==> config.mk <==
export PLATFORM = sky130hd
export DESIGN_NAME = io_input_conditioner
export DESIGN_NICKNAME = d
export VERILOG_FILES = /design/src/rtl/io_input_conditioner_pkg.sv /design/src/rtl/io_input_conditioner_btn_debounce.sv /design/src/rtl/io_input_conditioner.sv
export SDC_FILE = /design/constraint.sdc
export NUM_CORES = 1
export LEC_CHECK = 0
export CORE_AREA = 2 2 74 111
export DETAILED_ROUTE_END_ITERATION = 6
export DIE_AREA = 0 0 76 113
export GPL_ROUTABILITY_DRIVEN = 0
export SLEW_MARGIN = 20
export SYNTH_ARGS = -nofsm -noshare
export SYNTH_HDL_FRONTEND = slang
export SYNTH_SLANG_ARGS = --single-unit
==> constraint.sdc <==
create_clock -name clock -period 6.56 [get_ports clock]
set_clock_uncertainty 0.1 [all_clocks]
set_input_delay 1.64 -clock clock [delete_from_list [all_inputs] [get_ports clock]]
set_output_delay 1.64 -clock clock [all_outputs]
set_load 0.02 [all_outputs]
Figure 1. Close-up of the layout.
Bar = 5 microns. Window x 47 to 67, y 75 to 95 microns. Cells in gray, sequential cells in the stronger gray; small squares are vias.
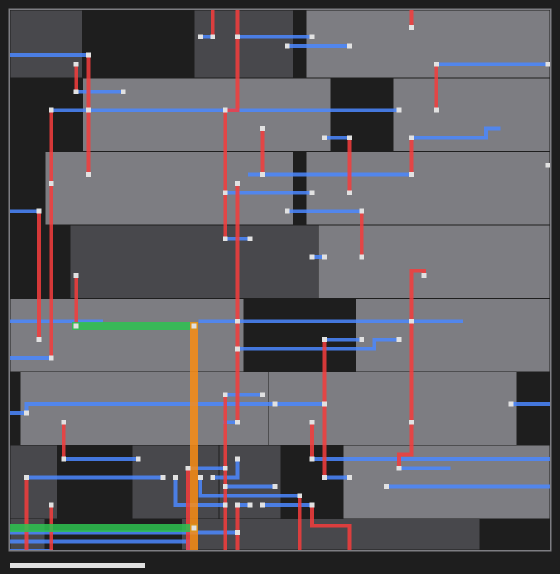
M1 -> blue
M2 -> red
M4 -> orange
M3 -> green
cells with their middle in the window = 17
most frequent = dfrtp_1 (11), clkdlybuf4s50_1 (2)
sequential cells in the window = 11

Figure 2. Met1 routing.
Bar = 20 microns. Cells faint in the background.
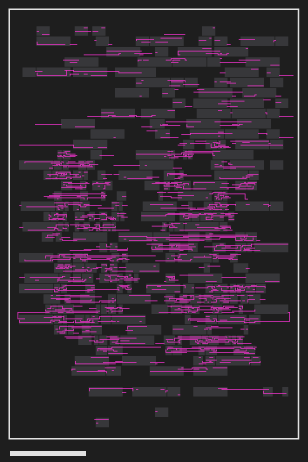
nets with wire on the layer = 288
main direction = horizontal
wire length on this layer = 2540 microns
vias: 2189
WL final: 6.086 mm
GR Util met1: 17.55%

==> run summary <==
impl run done, here's what came out: status complete, no violations, Post-synth EDFFs 0, Antenna Cells 0, kind of critical path reg -> out, main flop type dfrtp_1, Leak 1.455 nW, yosys cell count between 200 and 300, VDD IR-drop max 0.0001261 V, min cycle time layout 2994 ps, Seq power 425 uW, Top logic family simple AND/OR/NAND/NOR gates, Detail Placement HPWL between 4 and 5 mm, Hold Slack around 250 ps, synthesized area per cell approximately 11 sq um, Main power group clock, Worst Hold Class reg -> reg, Biggest Area Class registers, post-cts sizing count 0, clock share of power roughly half, Post-CTS Hold Buffers 0, metal2 WL between 3 and 4 mm, final std cells w/o fill 402, Well Taps around 100, initial antenna violation count 0, post-route setup TNS 0 ps, post-route ant nets 0, non-clock buffer count 31, Top Layout Cells dfrtp_1 (64), clkdlybuf4s50_1 (28), nand2_1 (18), nand3_1 (18), a31oi_1 (14), crit share post-route 45.65%, Stages on worst setup path 1, Placed Area approximately 3300 sq um, switching share of total power 23.10%, Seq cells post-synth around 64, Die Ht 113 microns, Synth cell types around 51, # nets final 314, nature of the critical path endpoint output port, share of layout cells above drive strength 1 around 9.0%, largest net degree at the start of global routing ~65, Seq cells between 60 and 70, GRT Total Usage 15.25%, tool warnings 28, IO Pins 30, Met3 Wirelength 228 microns, Final WS setup approximately 3600 ps, final-report hold violation count 0, clkbuf count 9
synthesized netlist by cell type, types with 4 or more instances:
cell type	count	area share, %
buf_2	4	0.67
nor3b_1	7	1.8
buf_4	11	2.8
nor4_1	6	1.3
or4_1	6	1.5
nor2_1	9	1.1
ha_1	4	1.7
a22o_1	5	1.5
nand2_1	18	2.3
o21a_1	6	1.5
o21ai_0	4	0.67
inv_1	12	1.5
nor3_1	9	1.5
o31ai_1	4	1.0
nand3_1	18	3.0
dfrtp_1	64	54
nand4_1	8	1.7
and3_1	4	0.84
o311ai_0	6	1.8
a31oi_1	14	2.9
clkbuf_1	9	1.1
worst register-to-register path, cell delays in order (launching register included):
cell and delay [ps]:
dfrtp_1 400, inv_1 100, ha_1 140, or4bb_1 450, or4_1 910, or2_4 400
mux2_1 310
No activity file was given, so power comes from the tool's default toggle rates.
